`src/rtl/lvg_pkg.sv`:
```
// -----------------------------------------------------------------------------
// lvg_pkg
// Shared types and constants for the LVG 4x4 matrix dispatcher blocks.
//   LVG_WORD_W   : width of one dispatcher result word
//   LVG_LANES    : result words returned per dispatcher step (d1..d4)
//   LVG_COUNT_W  : width of the dispatcher `count` input
//   lvg_state_e  : sequencer states of lvg_dispatch_ctrl
//   lvg_result_t : one captured result beat {data, last}
// -----------------------------------------------------------------------------
package lvg_pkg;

  localparam int LVG_WORD_W  = 32;
  localparam int LVG_LANES   = 4;
  localparam int LVG_COUNT_W = 6;
  localparam int LVG_DATA_W  = LVG_WORD_W * LVG_LANES;

  typedef enum logic [1:0] {
    IDLE  = 2'd0,
    ISSUE = 2'd1,
    DRAIN = 2'd2
  } lvg_state_e;

  // data is {d4,d3,d2,d1}; last marks the final beat of a command.
  typedef struct packed {
    logic [LVG_DATA_W-1:0] data;
    logic                  last;
  } lvg_result_t;

  localparam int LVG_RESULT_W = $bits(lvg_result_t);

endpackage

```
`src/rtl/lvg_sync_fifo.sv`:
```
// -----------------------------------------------------------------------------
// lvg_sync_fifo
// Single-clock FIFO used by the LVG stream blocks. The head entry is read
// straight from the storage registers, so out_valid rises the cycle after the
// first push into an empty FIFO (no fall-through path from i_data to o_data).
// Push and pop may happen in the same cycle at any fill level.
//
// Ports:
//   clk      in   clock, rising edge
//   rst_n    in   asynchronous active-low reset (empties the FIFO)
//   i_push   in   write i_data (ignored when full; overflow is asserted)
//   i_data   in   WIDTH-bit entry
//   i_pop    in   remove head entry (ignored when empty)
//   o_valid  out  head entry present
//   o_data   out  head entry, zero while empty
//   o_count  out  number of stored entries, 0..DEPTH
// -----------------------------------------------------------------------------
module lvg_sync_fifo #(
  parameter int WIDTH = 8,
  parameter int DEPTH = 4
) (
  input  logic                     clk,
  input  logic                     rst_n,
  input  logic                     i_push,
  input  logic [WIDTH-1:0]         i_data,
  input  logic                     i_pop,
  output logic                     o_valid,
  output logic [WIDTH-1:0]         o_data,
  output logic [$clog2(DEPTH):0]   o_count
);

  localparam int AW = $clog2(DEPTH);
  localparam int CW = $clog2(DEPTH) + 1;

  logic [WIDTH-1:0] r_mem [DEPTH];
  logic [AW-1:0]    r_wr_ptr;
  logic [AW-1:0]    r_rd_ptr;
  logic [CW-1:0]    r_count;

  logic w_full;
  logic w_push;
  logic w_pop;

  assign w_full  = (r_count == CW'(DEPTH));
  assign w_push  = i_push && !w_full;
  assign w_pop   = i_pop && (r_count != '0);

  // Storage has no reset; only the pointers and count define contents.
  always_ff @(posedge clk) begin
    if (w_push) begin
      r_mem[r_wr_ptr] <= i_data;
    end
  end

  always_ff @(posedge clk or negedge rst_n) begin
    if (!rst_n) begin
      r_wr_ptr <= '0;
      r_rd_ptr <= '0;
      r_count  <= '0;
    end else begin
      // DEPTH is a power of two, so the pointers wrap naturally.
      if (w_push) begin
        r_wr_ptr <= r_wr_ptr + 1'b1;
      end
      if (w_pop) begin
        r_rd_ptr <= r_rd_ptr + 1'b1;
      end
      case ({w_push, w_pop})
        2'b10:   r_count <= r_count + 1'b1;
        2'b01:   r_count <= r_count - 1'b1;
        default: r_count <= r_count;
      endcase
    end
  end

  assign o_valid = (r_count != '0);
  assign o_data  = o_valid ? r_mem[r_rd_ptr] : '0;
  assign o_count = r_count;

  // Upstream credit logic must never push into a full FIFO.
  a_no_overflow : assert property (@(posedge clk) disable iff (!rst_n) !(i_push && w_full));

endmodule

```
`src/rtl/lvg_dispatch_ctrl.sv`:
```
// -----------------------------------------------------------------------------
// lvg_dispatch_ctrl
// Sequencer and output buffer for the LVG 4x4 matrix dispatcher. A single-beat
// command drives the dispatcher's count/shouldAdd for BEATS steps; the four
// returned words of every step are captured into a result FIFO and streamed out
// over valid/ready. The dispatcher cannot stall, so issue is credit based: a
// step is only issued while FIFO entries plus results still in flight inside
// the dispatcher are below FIFO_DEPTH, hence nothing is lost under backpressure.
//
// Optional feature: define LVG_DISPATCH_PERF_EN to add o_stall_cycles, a
// saturating count of ISSUE cycles without credit (cleared on command accept).
//
// Parameters:
//   BEATS      dispatcher steps per command, 1..63
//   LATENCY    cycles from count to matching d1..d4, 1..4
//   FIFO_DEPTH result FIFO entries, power of two >= 2
//
// Ports:
//   clk             in   clock, rising edge
//   rst_n           in   asynchronous active-low reset
//   i_cmd_valid     in   command request
//   i_cmd_add       in   1 = add op, 0 = pass-through
//   o_cmd_ready     out  command accepted when valid && ready (IDLE only)
//   o_count         out  dispatcher count
//   o_should_add    out  dispatcher shouldAdd, held for the whole command
//   i_d1..i_d4      in   dispatcher result words
//   o_out_valid     out  result head valid
//   i_out_ready     in   consumer takes head
//   o_out_data      out  {d4,d3,d2,d1} of head
//   o_out_last      out  head is final beat of its command
//   o_busy          out  command in progress (accept .. last pop)
//   o_stall_cycles  out  (LVG_DISPATCH_PERF_EN only) no-credit ISSUE cycles
// -----------------------------------------------------------------------------
module lvg_dispatch_ctrl
  import lvg_pkg::*;
#(
  parameter int BEATS      = 4,
  parameter int LATENCY    = 1,
  parameter int FIFO_DEPTH = 4
) (
  input  logic                    clk,
  input  logic                    rst_n,
  input  logic                    i_cmd_valid,
  input  logic                    i_cmd_add,
  output logic                    o_cmd_ready,
  output logic [LVG_COUNT_W-1:0]  o_count,
  output logic                    o_should_add,
  input  logic [LVG_WORD_W-1:0]   i_d1,
  input  logic [LVG_WORD_W-1:0]   i_d2,
  input  logic [LVG_WORD_W-1:0]   i_d3,
  input  logic [LVG_WORD_W-1:0]   i_d4,
  output logic                    o_out_valid,
  input  logic                    i_out_ready,
  output logic [LVG_DATA_W-1:0]   o_out_data,
  output logic                    o_out_last,
  output logic                    o_busy
`ifdef LVG_DISPATCH_PERF_EN
  ,
  output logic [15:0]             o_stall_cycles
`endif
);

  localparam int CW = $clog2(FIFO_DEPTH) + 1;
  localparam logic [LVG_COUNT_W-1:0] LAST_BEAT = LVG_COUNT_W'(BEATS - 1);

  // ---------------------------------------------------------------------------
  // State and datapath registers
  // ---------------------------------------------------------------------------
  lvg_state_e               r_state;
  lvg_state_e               w_state_next;
  logic [LVG_COUNT_W-1:0]   r_beat;
  logic                     r_should_add;
  logic                     r_pipe_vld  [LATENCY];
  logic                     r_pipe_last [LATENCY];
  logic [CW-1:0]            r_inflight;

  logic                     w_accept;
  logic                     w_issue;
  logic                     w_issue_last;
  logic                     w_cmd_ready;
  logic                     w_credit;
  logic [CW:0]              w_outstanding;
  logic                     w_exit;
  logic                     w_exit_last;
  logic                     w_pop;

  logic [CW-1:0]            w_fifo_count;
  logic                     w_fifo_valid;
  lvg_result_t              w_push_res;
  lvg_result_t              w_head;
  logic [LVG_WORD_W-1:0]    w_lanes [LVG_LANES];
  logic [LVG_DATA_W-1:0]    w_push_data;

  // Credit counts results already buffered plus those still inside the
  // dispatcher. Only registered values feed it, so a pop in this cycle frees
  // its slot for the next cycle, not this one.
  assign w_outstanding = {1'b0, w_fifo_count} + {1'b0, r_inflight};
  assign w_credit      = (w_outstanding < (CW+1)'(FIFO_DEPTH));

  assign w_exit       = r_pipe_vld[LATENCY-1];
  assign w_exit_last  = r_pipe_last[LATENCY-1];
  assign w_issue_last = (r_beat == LAST_BEAT);
  assign w_pop        = w_fifo_valid && i_out_ready;

  // ---------------------------------------------------------------------------
  // Sequencer FSM
  // ---------------------------------------------------------------------------
  always_ff @(posedge clk or negedge rst_n) begin
    if (!rst_n) begin
      r_state <= IDLE;
    end else begin
      r_state <= w_state_next;
    end
  end

  always_comb begin
    w_state_next = r_state;
    w_accept     = 1'b0;
    w_issue      = 1'b0;
    w_cmd_ready  = 1'b0;
    case (r_state)
      IDLE: begin
        w_cmd_ready = 1'b1;
        if (i_cmd_valid) begin
          w_accept     = 1'b1;
          w_state_next = ISSUE;
        end
      end
      ISSUE: begin
        if (w_credit) begin
          w_issue = 1'b1;
          if (w_issue_last) begin
            w_state_next = DRAIN;
          end
        end
      end
      DRAIN: begin
        // The command ends when its final beat leaves the FIFO.
        if (w_pop && w_head.last) begin
          w_state_next = IDLE;
        end
      end
      default: begin
        w_state_next = IDLE;
      end
    endcase
  end

  // beat doubles as the dispatcher count: it stays 0 in IDLE, advances only on
  // an issue and stops at the final beat so count never exceeds BEATS-1.
  always_ff @(posedge clk or negedge rst_n) begin
    if (!rst_n) begin
      r_beat       <= '0;
      r_should_add <= 1'b0;
    end else if (w_accept) begin
      r_beat       <= '0;
      r_should_add <= i_cmd_add;
    end else if (w_issue && !w_issue_last) begin
      r_beat <= r_beat + 1'b1;
    end else if ((r_state == DRAIN) && (w_state_next == IDLE)) begin
      r_beat       <= '0;
      r_should_add <= 1'b0;
    end
  end

  // ---------------------------------------------------------------------------
  // In-flight token pipe: mirrors the dispatcher latency so each token exits
  // exactly when its d1..d4 are valid.
  // ---------------------------------------------------------------------------
  always_ff @(posedge clk or negedge rst_n) begin
    if (!rst_n) begin
      for (int k = 0; k < LATENCY; k++) begin
        r_pipe_vld[k]  <= 1'b0;
        r_pipe_last[k] <= 1'b0;
      end
    end else begin
      for (int k = LATENCY - 1; k > 0; k--) begin
        r_pipe_vld[k]  <= r_pipe_vld[k-1];
        r_pipe_last[k] <= r_pipe_last[k-1];
      end
      r_pipe_vld[0]  <= w_issue;
      r_pipe_last[0] <= w_issue && w_issue_last;
    end
  end

  always_ff @(posedge clk or negedge rst_n) begin
    if (!rst_n) begin
      r_inflight <= '0;
    end else begin
      case ({w_issue, w_exit})
        2'b10:   r_inflight <= r_inflight + 1'b1;
        2'b01:   r_inflight <= r_inflight - 1'b1;
        default: r_inflight <= r_inflight;
      endcase
    end
  end

  // ---------------------------------------------------------------------------
  // Capture: lane j of the output word is dispatcher output d(j+1).
  // ---------------------------------------------------------------------------
  assign w_lanes[0] = i_d1;
  assign w_lanes[1] = i_d2;
  assign w_lanes[2] = i_d3;
  assign w_lanes[3] = i_d4;

  generate
    for (genvar gi = 0; gi < LVG_LANES; gi++) begin : g_lane
      assign w_push_data[gi*LVG_WORD_W +: LVG_WORD_W] = w_lanes[gi];
    end
  endgenerate

  assign w_push_res.data = w_push_data;
  assign w_push_res.last = w_exit_last;

  lvg_sync_fifo #(
    .WIDTH (LVG_RESULT_W),
    .DEPTH (FIFO_DEPTH)
  ) u_fifo (
    .clk     (clk),
    .rst_n   (rst_n),
    .i_push  (w_exit),
    .i_data  (w_push_res),
    .i_pop   (w_pop),
    .o_valid (w_fifo_valid),
    .o_data  (w_head),
    .o_count (w_fifo_count)
  );

  // ---------------------------------------------------------------------------
  // Optional stall counter
  // ---------------------------------------------------------------------------
`ifdef LVG_DISPATCH_PERF_EN
  logic        w_stall;
  logic [15:0] r_stall_cycles;

  assign w_stall = (r_state == ISSUE) && !w_credit;

  always_ff @(posedge clk or negedge rst_n) begin
    if (!rst_n) begin
      r_stall_cycles <= '0;
    end else if (w_accept) begin
      r_stall_cycles <= '0;
    end else if (w_stall && (r_stall_cycles != 16'hFFFF)) begin
      r_stall_cycles <= r_stall_cycles + 1'b1;
    end
  end

  assign o_stall_cycles = r_stall_cycles;
`endif

  // ---------------------------------------------------------------------------
  // Outputs
  // ---------------------------------------------------------------------------
  assign o_cmd_ready  = w_cmd_ready;
  assign o_count      = r_beat;
  assign o_should_add = r_should_add;
  assign o_out_valid  = w_fifo_valid;
  assign o_out_data   = w_head.data;
  assign o_out_last   = w_head.last;
  assign o_busy       = (r_state != IDLE);

endmodule
```
`config.mk`:
```
export PLATFORM = sky130hd
export DESIGN_NAME = lvg_dispatch_ctrl
export DESIGN_NICKNAME = d
export VERILOG_FILES = /design/src/rtl/lvg_pkg.sv /design/src/rtl/lvg_sync_fifo.sv /design/src/rtl/lvg_dispatch_ctrl.sv
export SDC_FILE = /design/constraint.sdc
export NUM_CORES = 1
export LEC_CHECK = 0
export CAP_MARGIN = 15
export CORE_AREA = 2 2 197 199
export DETAILED_ROUTE_END_ITERATION = 16
export DIE_AREA = 0 0 199 201
export GPL_ROUTABILITY_DRIVEN = 0
export MAX_ROUTING_LAYER = met4
export PLACE_DENSITY = 0.86
export SYNTH_ARGS = -nofsm -noshare
export SYNTH_HDL_FRONTEND = slang
export SYNTH_HIERARCHICAL = 1
export SYNTH_SLANG_ARGS = --single-unit
export TNS_END_PERCENT = 20
```
`constraint.sdc`:
```
create_clock -name clk -period 5.06 [get_ports clk]
set_clock_uncertainty 0.1 [all_clocks]
set_input_delay 1.012 -clock clk [delete_from_list [all_inputs] [get_ports clk]]
set_output_delay 1.012 -clock clk [all_outputs]
set_load 0.01 [all_outputs]
```
==> run_1/final_placement.png <==
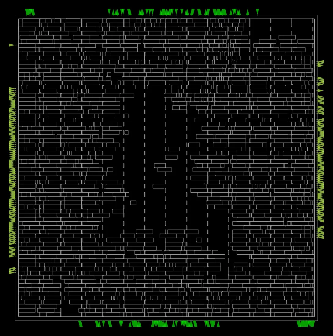
well-tap cell count: 518
count of filler cells inserted in the layout: 2328

==> run_1/met3.png <==
(2 px per um)
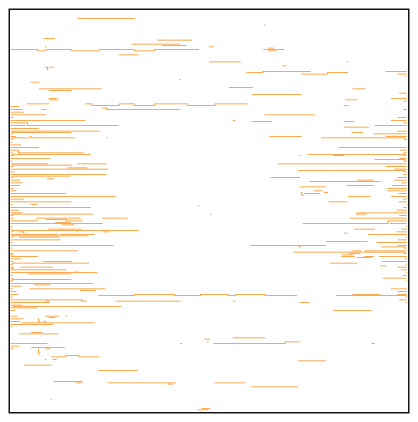
The longest straight run is 64.2 um. The wires run mostly horizontal. The layer carries 3930 um of wire. 221 nets have wire on it.
number of vias in the routed layout: 10000
wirelength, routed: 42.2 mm
met3 usage: 7.75%

==> reports/results.env, run 1 <==
YS_TOP_LOGIC_FAMILY='multiplexers'
FINAL.PERIOD_UTILIZATION_PCT=84.1
PROPORTION_OF_FINAL_CELL_AREA_SPENT_ON_NON_CLOCK_BUFFERS_PCT=11.5
HOLD_VIOL_FINAL=0
POWER_PER_CELL_AREA_nW_PER_UM2=594
SEQCELLAREA_SQ_UM=16000
ROUTED-WL-MET2_MM=21.2
INTPOWER_W=0.0108
SH_COMB_AREA_PCT=16.9
YOSYS_AOI_SHARE_PCT=0.485
GLOBALROUTETOTALUTIL_PCT=22.2
DRC=0
DOMINANT_POWER_GROUP='sequential cells'
SYNTHFLOPTYPE='sky130_fd_sc_hd__edfxtp_1'
PLACEDINSTANCEAREA_SQ_UM=24000
ENABLE_FLOP_CELLS=516
GRT_OVERFLOW_TOTAL=0
FA_HA_AREA_SHARE_PCT=0.740
YOSYS.STAT.SEQSHARE_PCT=77.7
LAYOUT.CELLS.MOST_COMMON='sky130_fd_sc_hd__edfxtp_1'
GRT_MAX_DEGREE=74
CTS_REPAIR_RESIZE_COUNT=0
WORST_EP_REQUIRED_TIME_PS=3950
GLOBAL_ROUTE.PEAK_USAGE_LAYER='met2'
CTS_BUFFER_DEPTH=3
DPL.HPWL_MM=25.5
CRIT_ARRIVAL_PS=3150
DOMINANT-CELL-CLASS='sequential cells'
PWR-SHARE-CLK_PCT=23.5
CHIP_AREA_SQ_UM=40000
MIN_TO='r_inflight[2]'
SYNTH_AREA_SQ_UM=20600
WORSTREGTOREGCELLS=10
YOSYS.AREA.TOP_TYPE_SHARE_PCT=75.1
CP-END-KIND='output port'
VIAS_IN_THE_FIRST_GLOBAL_ROUTE=10700
LOGIC_AREA_SQ_UM=4320
IR_DROP_V=0.000423
SYNTHESIZED_REGISTERS=537
SYNTH_CELLS=923
NETLIST.TOP_CELL.BY_INSTANCES='sky130_fd_sc_hd__edfxtp_1'
DRV.MAX_CAP_VIOLATION_COUNT=0
DESIGN_AREA_SQ_UM=25600
P_SW_SHARE_PCT=28.9
CTS-HTREE-LEVELS=2
SETUP_VIOL=0
TIMING.FMAX_MHz=235
TIMING.SLEW.HEADROOM_PCT=34.8
ANTENNA_FOUND_INITIAL=4
CTS-BUFFERS-INSERTED=52
INVERTERS=13
GRT_FIRST_PASS_WIRELENGTH_MM=63.1
SYNTH-WARNING-COUNT=6
BUFFER_PORTS.INSERTED=271
N_ALL_BUFFERS=289
GRT_USE_MET1_PCT=27.0
NUMBER_OF_POST_CTS_SETUP_REPAIR_BUFFERS=0
DIODES=6
RUN_STATUS='finished, final reports clean'
DIE.SIZE.Y_UM=201
FINAL_CELL_MIX='516 x sky130_fd_sc_hd__edfxtp_1, 271 x sky130_fd_sc_hd__clkdlybuf4s50_1, 131 x sky130_fd_sc_hd__and2_1'
REGTOREGSTARTPOINT='u_fifo/o_count[2]'
NUMCLOCKSINKS=537
WORSTPATHMAXFANOUT=33
FINAL.MIN_CLOCK_PERIOD_PS=4260
PWR.GROUP.COMBINATIONAL_W=0.00562
YS_CELLS=923
POST_SYNTH_AND_OR_NAND_NOR_AREA_FRACTION_PCT=4.91
SYNTH.YOSYS.CHIP_AREA_SQ_UM=20600
POWER_SEQUENTIAL_W=0.00600
COMB_MULTI_IN=329
SEQAREAFRACTION_PCT=62.7
PLACEMENT_ROWS=72
CELLLEAKAGEPOWER_nW=8.33
TIGHTEST_SLEW_PS=974
MIN-DELAY-START='r_inflight[2]'
==> run_1/met2.png <==
(1.5 px per um)
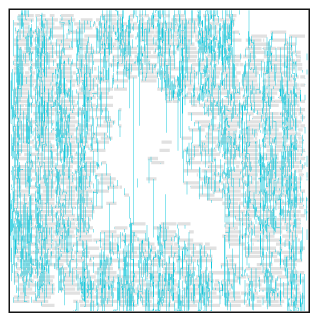
1280 nets have wire on it. The layer carries 21.2 mm of wire. The longest straight run is 97.9 um. The layer holds 50% of the routed length. The wires run mostly vertical.

==> run_1/met1.png <==
(2 px per um) Supply wires on this layer in gray.
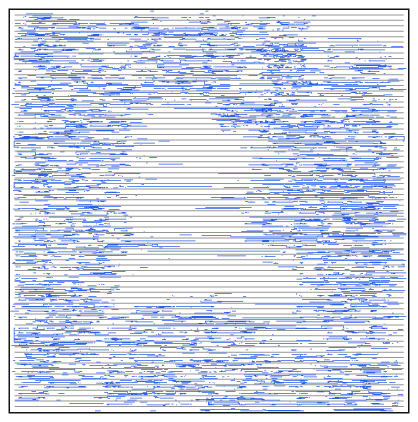
The layer carries 16200 um of wire. The longest straight run is 82.8 um. The layer holds 39% of the routed length.

## run 1: state kept, by name (all words and copies together), names as in the netlist
register / cells
u_fifo/r_mem: 516
r_inflight: 3
r_pipe_vld: 1
r_pipe_last: 1
u_fifo/o_count: 3
u_fifo/r_rd_ptr: 2
o_should_add: 1
o_count: 6
u_fifo/r_wr_ptr: 2
r_state: 2
## run 1: worst max-delay path, cell delays in order, from the launching register on
cell	delay [ps]
sky130_fd_sc_hd__dfrtp_4	900
sky130_fd_sc_hd__buf_4	410
sky130_fd_sc_hd__mux4_2	550
sky130_fd_sc_hd__and2_1	180
sky130_fd_sc_hd__clkdlybuf4s50_1	510
## run 1: through the flow
step	instances	setup WS, ps
finish	1781	803
global route	1779	563
CTS	1775	696
detailed placement	1686	1330
global placement	1686	1370
floorplan	923	620
==> run_1/met4.png <==
(2 px per um) Supply wires on this layer in gray.
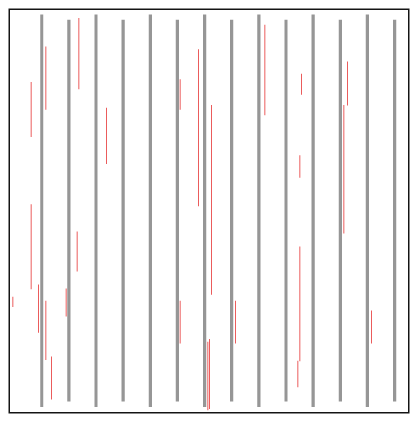

==> run 1 -> run 2 <==
==> constraint.sdc (replaced) <==
create_clock -name clk -period 4.4 [get_ports clk]
set_clock_uncertainty 0.1 [all_clocks]
set_input_delay 0.88 -clock clk [delete_from_list [all_inputs] [get_ports clk]]
set_output_delay 0.88 -clock clk [all_outputs]
set_load 0.01 [all_outputs]
==> run_2/met4.png <==
(2 px per um) Supply wires on this layer in gray.
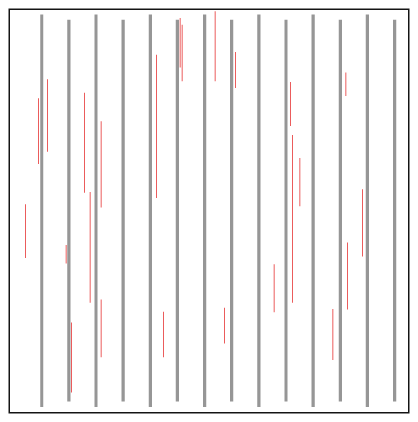
The layer holds 1.9% of the routed length. 13 nets have wire on it. The wires run mostly vertical. The layer carries 787 um of wire.

==> run_2/final_placement.png <==
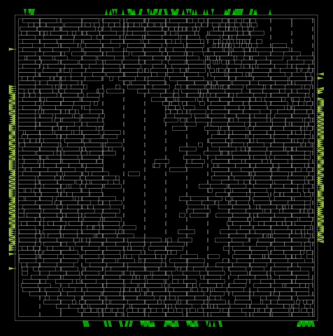
count of filler cells inserted in the layout: 2298
sequential share of cell area: 62.1%
sequential cell count: 537
final design utilization: 67.8%

==> reports/results.env, run 2 <==
SYNTH-WARNING-COUNT=6  # unchanged
FINAL.MIN_CLOCK_PERIOD_PS=3860
CTS-HTREE-LEVELS=2  # unchanged
FINAL.HOLD.WORST_SLACK_PS=384
TOPROUTINGLAYERUSED='met4'
CLOCK.LATENCY.LATE_PIN_PS=570
PLACEMENT_ROWS=72  # unchanged
FINAL.PERIOD_UTILIZATION_PCT=87.7
SYNTH.YOSYS.CHIP_AREA_SQ_UM=20600  # unchanged
PLACED_CELLS=1686  # unchanged
POWER.SWITCHING_W=0.00505
DRV.MAX_CAP_VIOLATION_COUNT=0  # unchanged
POST_SYNTH_AND_OR_NAND_NOR_AREA_FRACTION_PCT=4.91  # unchanged
SYNTH_AREA_SQ_UM=20600  # unchanged
TIGHTEST_SLEW_PS=991  # +17.0 ps
CELLLEAKAGEPOWER_nW=8.43  # +1.1%
GRT_FIRST_PASS_WIRELENGTH_MM=62.4  # -1.0%
MET2_USAGE_PCT=34.1
NETLIST.TOP_CELL.BY_INSTANCES='sky130_fd_sc_hd__edfxtp_1'
SYNTHFLOPTYPE='sky130_fd_sc_hd__edfxtp_1'
YOSYS.AREA.TOP_TYPE_SHARE_PCT=75.1  # unchanged
NUMCLOCKSINKS=537  # unchanged
SYNTH_CELLS=923  # unchanged
LARGEST_REGISTER='u_fifo/r_mem'
P_SW_SHARE_PCT=28.0  # -0.88 points
CRIT_TYPE='flip-flop to output port'
SYNTH.LIB_CELLS_USED.DISTINCT=37
PLACEDINSTANCEAREA_SQ_UM=24000  # +0.10%
CTS_REPAIR_RESIZE_COUNT=0  # unchanged
CLOCK-ROOT-BUFFER='sky130_fd_sc_hd__clkbuf_16'
POSTSYNTHNETCOUNT=1067
TIMING.FMAX_MHz=259
MIN_PATH_CELLS=1
TOTAL_NUMBER_OF_NETS_IN_THE_FINAL_DESIGN=1365
WORSTREGTOREGCELLS=4  # -6
CP-END-KIND='output port'
FINAL-INSTANCE-COUNT-EXCL-FILL=1784  # +0.17%
TOTAL_COUNT_OF_MAX_TRANSITION_VIOLATIONS_IN_THE_FINAL_REPORT=0
ANTENNA_NETS_POST_ROUTE=0
P_CLK_W=0.00464
GRT_MAX_DEGREE=82  # +11%
CRIT_ARRIVAL_PS=2880  # -270 ps
INTPOWER_W=0.0130  # +20%
WORSTHOLDPATHTYPE='flip-flop to flip-flop'
LAYOUT.CELLS.MOST_COMMON='sky130_fd_sc_hd__edfxtp_1'
YS_TOP_CELLS_BY_COUNT='516 x sky130_fd_sc_hd__edfxtp_1, 135 x sky130_fd_sc_hd__and2_1, 129 x sky130_fd_sc_hd__mux4_2'
DESIGN_AREA_SQ_UM=25800  # +1.0%
FIN_WS_PS=541  # -261 ps
ENABLE_FLOP_CELLS=516  # unchanged
GRT_USE_MET1_PCT=27.1  # +0.14 points
UNREPAIRED_SETUP_ENDPOINTS_AFTER_GLOBAL_ROUTING='false'
FINAL_CELL_MIX='516 x sky130_fd_sc_hd__edfxtp_1, 271 x sky130_fd_sc_hd__clkdlybuf4s50_1, 131 x sky130_fd_sc_hd__and2_1'
ANTENNA_FOUND_INITIAL=4  # unchanged
MAX_STAGE_DELAY_PS=790  # -110 ps
SETUP_VIOL=0  # unchanged
VIAS_IN_THE_FIRST_GLOBAL_ROUTE=10600  # -1.4%
FLOORPLAN.INITIALDENSITY_PCT=54.1
HOLD_VIOL_FINAL=0  # unchanged
MAX_REG_FLOPS=516  # unchanged
CTSHOLDBUFFERS=0
OPENROAD.WARNINGS=30
DR_WL_MET3_MM=4.09
YOSYS.STAT.SEQSHARE_PCT=77.7  # unchanged
YS_SH_MUX_PCT=14.3
DIE-WIDTH_UM=199
YS_TOP_LOGIC_FAMILY='multiplexers'
DRTPASS1ITERATIONS=5
SYNTHTOLAYOUTAREAGROWTH_PCT=25.2
ROUTED_WIRE_LENGTH_PER_INSTANCE_UM=23.2
CRITICAL_PATH_CELL_COUNT=4  # unchanged
NUMBER_OF_POST_CTS_SETUP_REPAIR_BUFFERS=0  # unchanged
COMB_POWER_SHARE_PCT=36.2
WORSTSETUPSTARTPOINTTYPE='flip-flop'
PWR.GROUP.COMBINATIONAL_W=0.00652  # +16%
ROUTED-WL-MET2_MM=20.6  # -2.9%
DPL.HPWL_MM=24.2  # -4.9%
POWER.SEQUENTIAL.FRACTION_PCT=38.0
CP_SLOWEST_CELL='sky130_fd_sc_hd__dfrtp_4'
IR_DROP_V=0.000516  # +22%
LARGEST_AREA_CELL='sky130_fd_sc_hd__edfxtp_1'
SYNTHESIZED_REGISTERS=537  # unchanged
SYNTH.AVG_CELL_AREA_SQ_UM=22.4
KIND_OF_CELL_WITH_THE_HIGHEST_COMBINED_DELAY_ON_THE_CRITICAL_PATH='buffers and inverters'
TRITONCTS='built'
MET1_WIRE_LENGTH_MM=15.9
WORSTPATHMAXFANOUT=50  # +52%
GLOBAL_ROUTE.PEAK_USAGE_LAYER='met2'
TIMING.SLEW.HEADROOM_PCT=33.7  # -1.1 points
CTS_CLOCK_PIN_SLEW_FOR_THE_WORST_SETUP_AND_HOLD_PATHS_PS=60
SYNTH.CELLMIX.XORXNORSHARE_PCT=0.425
BUFFER_PORTS.INSERTED=271  # unchanged
GLOBALROUTETOTALUTIL_PCT=21.6  # -0.55 points
CRITICAL_PATH.CELL_CHAIN='buf_12 > mux4_2 > and2_1 > clkdlybuf4s50_1'
POWER_SEQUENTIAL_W=0.00683  # +14%
WORST_EP_REQUIRED_TIME_PS=3420  # -530 ps
DOMINANT_POWER_GROUP='sequential cells'
LAYOUT-DRIVE-GT1-SHARE_PCT=18.6
CRITICAL_PATH.N_BUFFERS_INVERTERS=2  # unchanged
CHIP_AREA_SQ_UM=40000  # unchanged
RUN_STATUS='finished, final reports clean'
FINAL.SETUP.TNS_PS=0
CTS_BUFFER_DEPTH=3  # unchanged
SYNTHARSTFLOPSHARE_PCT=3.91
PWR-SHARE-CLK_PCT=25.8  # +2.3 points
NUMBER_OF_DRC_VIOLATIONS_AFTER_DETAILED_ROUTING_ITERATION_0=688
CTS-BUFFERS-INSERTED=51  # -1.9%
POWER_PER_CELL_AREA_nW_PER_UM2=697  # +17%
YS_CELLS=923  # unchanged
DESIGN_POWER_TOTAL_W=0.0180
DRC=0  # unchanged
YOSYS_AOI_SHARE_PCT=0.485  # unchanged
PRE_CTS_SLACK_PS=1130  # -199 ps
FA_HA_AREA_SHARE_PCT=0.740  # unchanged
DIE.SIZE.Y_UM=201  # unchanged
COREAREA_SQ_UM=38100
GRT_OVERFLOW_TOTAL=0  # unchanged
TOP_LEVEL_PORTS=272
AREA_LEADERS='sky130_fd_sc_hd__edfxtp_1 75%, sky130_fd_sc_hd__mux4_2 14%, sky130_fd_sc_hd__and2_1 4.1%'
ROUTE.DETAILED.VIAS_PER_INST=5.55
==> run_2/met3.png <==
(2 px per um)
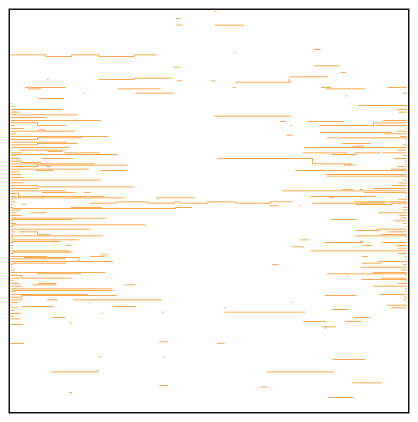
The longest straight run is 81.7 um. 206 nets have wire on it. The layer holds 9.9% of the routed length.
wirelength, routed: 41.3 mm
met3 usage: 7.24%
number of vias in the routed layout: 9900

## run 2: cell counts after synthesis
No cell type changed its count.
## run 2: area by class of cell
type	instances	area [sq um]
diodes	6	15.0
clock buffers	65	1390
clock inverters	27	410
fillers	2298	12300
inverters	13	48.8
multi-input cells	329	4320
flip-flops and latches	537	16000
well taps	518	648
repair buffers	289	2970
## run 2: final timing paths
check                                    from             endpoint  slack (ps)
max                        u_fifo/r_rd_ptr[1]       o_out_data[72]         540
min                             r_inflight[2]        r_inflight[2]         380
max reg2reg                 u_fifo/o_count[1]  u_fifo/r_mem[3][55]        1720
min reg2reg                     r_inflight[2]        r_inflight[2]         380
max in group asynchronous               rst_n   u_fifo/r_rd_ptr[1]        2720
min in group asynchronous               rst_n         o_should_add         760
Power is estimated from default activity; no workload was simulated.
